File: src/rtl/image_writer.sv
// image_writer: command sequencer driving the 1-bit frame buffer write port (clear / 8x8 glyph draw).
// Define IMAGE_WRITER_TRANSPARENT_EN to make DRAW write only foreground (1) pixels.
module image_writer #(
  parameter int   ROWS      = 64,
  parameter int   COLS      = 128,
  parameter logic CLEAR_VAL = 1'b0
) (
  input  logic        clk,
  input  logic        rst,
  input  logic        cmd_valid,
  output logic        cmd_ready,
  input  logic        cmd_op,
  input  logic [7:0]  cmd_char,
  input  logic [6:0]  cmd_row,
  input  logic [6:0]  cmd_col,
  output logic        busy,
  output logic [10:0] font_addr,
  input  logic [7:0]  font_data,
  output logic        we,
  output logic [6:0]  rowW,
  output logic [6:0]  colW,
  output logic        dataW
);
  typedef enum logic [2:0] {IDLE, CLR, ADDR, LOAD, WRITE} state_t;
  state_t state, state_n;
  logic [7:0] chr, shift;
  logic [6:0] base_row, base_col, r, c;
  logic [2:0] line, pix;
  logic [7:0] row_sum, col_sum;
  logic       in_bounds, clr_last, wr_en;
  // 8-bit sums so a glyph hanging off the bottom/right edge is clipped, never wrapped
  assign row_sum   = {1'b0, base_row} + {5'b0, line};
  assign col_sum   = {1'b0, base_col} + {5'b0, pix};
  assign in_bounds = (row_sum < 8'(ROWS)) && (col_sum < 8'(COLS));
  assign clr_last  = (r == 7'(ROWS - 1)) && (c == 7'(COLS - 1));
`ifdef IMAGE_WRITER_TRANSPARENT_EN
  assign wr_en = in_bounds && shift[7];
`else
  assign wr_en = in_bounds;
`endif
  assign cmd_ready = (state == IDLE) && !rst;
  assign busy      = state != IDLE;
  assign font_addr = {chr, line};
  assign we        = (state == CLR) || ((state == WRITE) && wr_en);
  assign rowW      = state == CLR ? r : state == WRITE ? row_sum[6:0] : '0;
  assign colW      = state == CLR ? c : state == WRITE ? col_sum[6:0] : '0;
  assign dataW     = state == CLR ? CLEAR_VAL : (state == WRITE) && shift[7];
  always_comb begin
    state_n = state;
    case (state)
      IDLE:    if (cmd_valid) state_n = cmd_op ? CLR : ADDR;
      CLR:     if (clr_last) state_n = IDLE;
      ADDR:    state_n = LOAD;
      LOAD:    state_n = WRITE;
      WRITE:   if (pix == 3'd7) state_n = line == 3'd7 ? IDLE : ADDR;
      default: state_n = IDLE;
    endcase
  end
  always_ff @(posedge clk) begin
    if (rst) begin
      state    <= IDLE;
      chr      <= '0;
      shift    <= '0;
      base_row <= '0;
      base_col <= '0;
      r        <= '0;
      c        <= '0;
      line     <= '0;
      pix      <= '0;
    end else begin
      state <= state_n;
      case (state)
        IDLE: if (cmd_valid) begin
          chr      <= cmd_char;
          base_row <= cmd_row;
          base_col <= cmd_col;
          line     <= '0;
          pix      <= '0;
          r        <= '0;
          c        <= '0;
        end
        CLR: begin
          c <= c == 7'(COLS - 1) ? '0 : c + 7'd1;
          if (c == 7'(COLS - 1)) r <= r + 7'd1;
        end
        LOAD: begin
          shift <= font_data;
          pix   <= '0;
        end
        WRITE: begin
          shift <= {shift[6:0], 1'b0};
          pix   <= pix + 3'd1;
          if (pix == 3'd7) line <= line + 3'd1;
        end
        default: ;
      endcase
    end
  end
endmodule

File: config.mk
export PLATFORM = sky130hd
export DESIGN_NAME = image_writer
export DESIGN_NICKNAME = d
export VERILOG_FILES = /design/src/rtl/image_writer.sv
export SDC_FILE = /design/constraint.sdc
export NUM_CORES = 1
export LEC_CHECK = 0
export CORE_ASPECT_RATIO = 0.9
export CORE_UTILIZATION = 35
export CTS_CLUSTER_DIAMETER = 200
export DETAILED_ROUTE_END_ITERATION = 7
export PLACE_DENSITY_LB_ADDON = 0.3
export SYNTH_ARGS = -nofsm -noshare
export SYNTH_HDL_FRONTEND = slang
export SYNTH_SLANG_ARGS = --single-unit
File: constraint.sdc
create_clock -name clk -period 2.8 [get_ports clk]
set_input_delay 0.28 -clock clk [delete_from_list [all_inputs] [get_ports clk]]
set_output_delay 0.28 -clock clk [all_outputs]
set_load 0.02 [all_outputs]
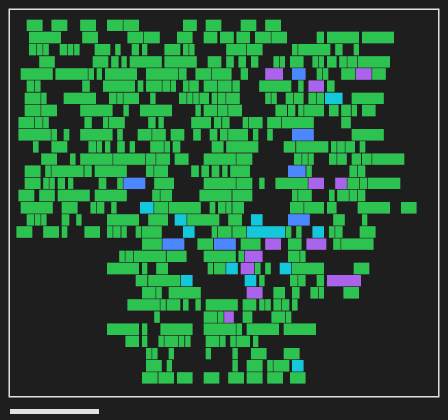
drive_strength.png
Bar = 20 um.
| colour | size | cells |
|---|---|---|
| cyan | drive 3 to 4 | 12 |
| green | drive 1 or less | 376 |
| purple | drive 2 | 12 |
| blue | drive 6 and up | 7 |
Signal buffers: 71
setup ws final: 0.120 ns
Final Cell Area: 3580 um2
area growth from synthesis to layout: 29.4%

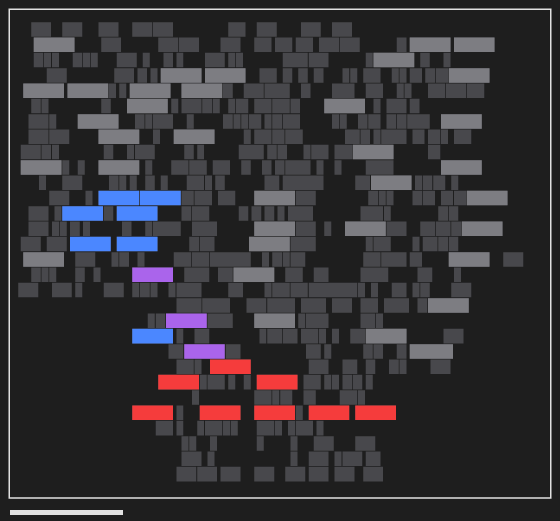
registers.png
Bar = 20 um.
| colour | signal | placed flops |
|---|---|---|
| red | shift | 8 |
| blue | base_col | 7 |
| purple | pix | 3 |
not coloured: 35

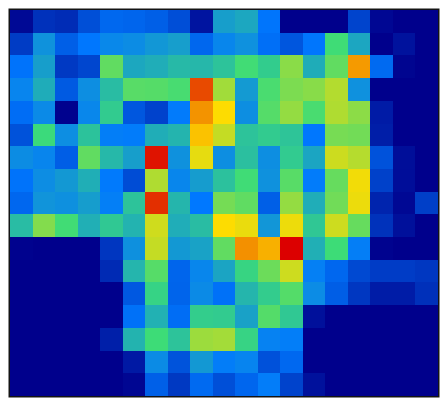
wire_density.png
The die is cut into 19 by 17 equal tiles; dark blue is low, red is high, scaled to the fullest tile. Values are wire area over tile area, all layers added.
nearly empty tiles: 25%
densest ninth of the die: centre
mean over tiles: 0.13
tiles over half the peak: 20%
fullest tile: 0.47
Vias: 2595
gr usage total: 0.176

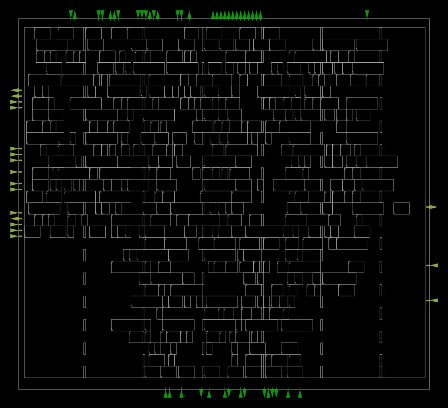
final_placement.png
# fillers: 746
non-filler cells in the finished layout: 503

==> flow_metrics.env <==
# implementation run metrics
export IMPL_finalClockSkew_ns=0.00419
export IMPL_rsz0062_at_grt="false"
export IMPL_seq_power_w=0.000830
export IMPL_cp_num_cells=6
export IMPL_wire_per_inst_um=13.7
export IMPL_cts_root_buf="clkbuf_8"
export IMPL_clkPwrFrac=0.296
export IMPL_cpPeakStageDelay_ns=0.66
export IMPL_power_density_nw_per_um2=452
export IMPL_critPathMaxFanout=4
export IMPL_regArea_um2=1060
export IMPL_ys_sh_aoi=0.196
export IMPL_crit_arrival_ns=2.40
export IMPL_core_region_area_um2=7620
export IMPL_min_path_type="reg -> reg"
export IMPL_drt_pass1_iter_count=4
export IMPL_seqPwrFrac=0.513
export IMPL_ctsHoldBuffers=0
export IMPL_ys_flop_type="dfxtp_1"
export IMPL_setup_worst_path_end="colW[3]"
export IMPL_grt_pass1_vias=2420
export IMPL_syn_instance_count=348
export IMPL_grt_met1_usage=0.238
export IMPL_path_clk_slew_ns=0.11
export IMPL_ys_area_um2=2770
export IMPL_crit_chain="ha_1, a21o_1, a21oi_1, xor2_1, o21ai_0, clkdlybuf4s50_1"
export IMPL_hold_viol_final=0
export IMPL_status="finished clean"
export IMPL_async_reset_ff_frac=0
export IMPL_antenna_found_initial=0
export IMPL_grt_max_degree=48
export IMPL_dpl_cell_area_um2=3490
export IMPL_slowest_stage="clkdlybuf4s50_1"
export IMPL_io_buffers=62
export IMPL_drive_above_1_share=0.0762
export IMPL_yosysTopAreaCell="dfxtp_1"
export IMPL_maxPowerGroup="sequential cells"
export IMPL_numCtsBuffers=5
export IMPL_gp_congestion=0.887
export IMPL_h_tree_depth=2
export IMPL_die_w_um=95.8
export IMPL_worstSetupPathType="reg -> out"
export IMPL_layout_nets=454
export IMPL_dp_cells=495
export IMPL_cap_violations=0
export IMPL_period_used=0.957
export IMPL_wl_met2_um=3110
export IMPL_powerClk_w=0.000478
export IMPL_vias_per_cell=5.16
export IMPL_cts_tree="done"
export IMPL_combPwrFrac=0.192
export IMPL_post_route_util=0.470
export IMPL_synth_dominant_cell_count="nand2_1"
export IMPL_cts_buffer_depth=2
export IMPL_synth_edff_count=0
export IMPL_comb_power_w=0.000310
export IMPL_tightest_slew_ns=0.492
export IMPL_dr_wl_met3_um=206
export IMPL_setup_viol=0
export IMPL_ys_sh_mux=0.0117
export IMPL_period_needed_ns=2.68
export IMPL_grt_busiest_layer="met2"
export IMPL_grt_ovfl_total=0
export IMPL_finalMaxSlewViolations=0
export IMPL_insertion_delay_ns=0.32
export IMPL_maxSlewHeadroom=0.671
export IMPL_largestRegisters="chr (8), shift (8)"
export IMPL_num_rows=30
export IMPL_die_area_um2=8270
export IMPL_synth_area_top_cells="dfxtp_1 38%, nand2_1 11%, a21oi_1 6.9%, ha_1 5.4%, nor2_1 4.2%"
export IMPL_yosys_cells=348
export IMPL_grt_use_met2=0.275
export IMPL_highest_layer="met4"
export IMPL_warning_count=26
export IMPL_timing_rr_end="r[0]"
export IMPL_post_cts_setup_buffers=0
export IMPL_hpwl_um=5060
export IMPL_grt_first_pass_wirelength_um=11300
export IMPL_crit_path_start="pix[1]"
export IMPL_drtIter0Drc=147
export IMPL_synth_cell_type_count=53
export IMPL_p_switching_w=0.000497
export IMPL_wl_um=6900
export IMPL_die_height_um=86.4
export IMPL_mi_logic_area_um2=1610
export IMPL_worstSetupStartpointType="register"
export IMPL_synth_simple_area_share=0.258
export IMPL_netlist_area_um2=2770
export IMPL_globalRouteMet3Util=0.0333
export IMPL_ant_nets=0
export IMPL_end_kind="primary output"
export IMPL_diodes=0
export IMPL_crit_buf_inv=1
export IMPL_yosys_warnings=0
export IMPL_synth_nets=396
export IMPL_r2r_slack_ns=0.85
export IMPL_adder_share=0.0687
export IMPL_ctsResizeCount=4
export IMPL_ys_seq_frac=0.383
export IMPL_power_leakage_nw=1.38
export IMPL_lay_top_cells="83 x nand2_1, 56 x clkdlybuf4s50_1, 52 x dfxtp_1"
export IMPL_wirelength_met1_um=3420
export IMPL_mostFrequentLayoutCell="nand2_1"
export IMPL_fin_setup_tns_ns=0
export IMPL_p_sw_frac=0.307
export IMPL_worstReg2RegStart="state[1]"
export IMPL_top_logic_kind="simple AND/OR/NAND/NOR gates"
export IMPL_xor_share=0.0411
export IMPL_initCoreUtil=0.364
export IMPL_reg2reg_depth=5
export IMPL_fmax_ghz=0.373
export IMPL_p_total_w=0.00162
export IMPL_ys_top_cells_by_count="83 x nand2_1, 53 x dfxtp_1, 38 x a21oi_1"
export IMPL_top_area_frac=0.383
export IMPL_ys_ff=53
export IMPL_drc=0
export IMPL_cts_sinks=53
export IMPL_p_int_w=0.00112
export IMPL_ios=63
export IMPL_ir_drop_v=0.000236
export IMPL_syn_area_per_cell_um2=7.96
export IMPL_crit_family="buffers and inverters"
export IMPL_cp_required_ns=2.52
## metrics by stage
stage	setup WS, ns	hold slack, ns
floorplan	0.544	0.416
global placement	0.254	0.442
detailed placement	0.222	0.450
CTS	0.0369	0.465
global route	0.0325	0.481
finish	0.120	0.462
## cell type report
class	count	area share
clock buffer	5	0.0192
clock inverter	3	0.00803
inverter	3	0.00314
multi-input combinational	272	0.448
sequential	53	0.296
tap	96	0.0335
timing repair buffer	71	0.192
## worst min path at each step
stage                        to  depth (start not counted)   startpoint
detailed placement       chr[7]                          2       chr[7]
finish                   chr[7]                          2       chr[7]
floorplan           base_col[0]                          2   cmd_col[0]
CTS                      chr[7]                          2       chr[7]
global placement         chr[4]                          2       chr[4]
global route        base_row[0]                          2  base_row[0]
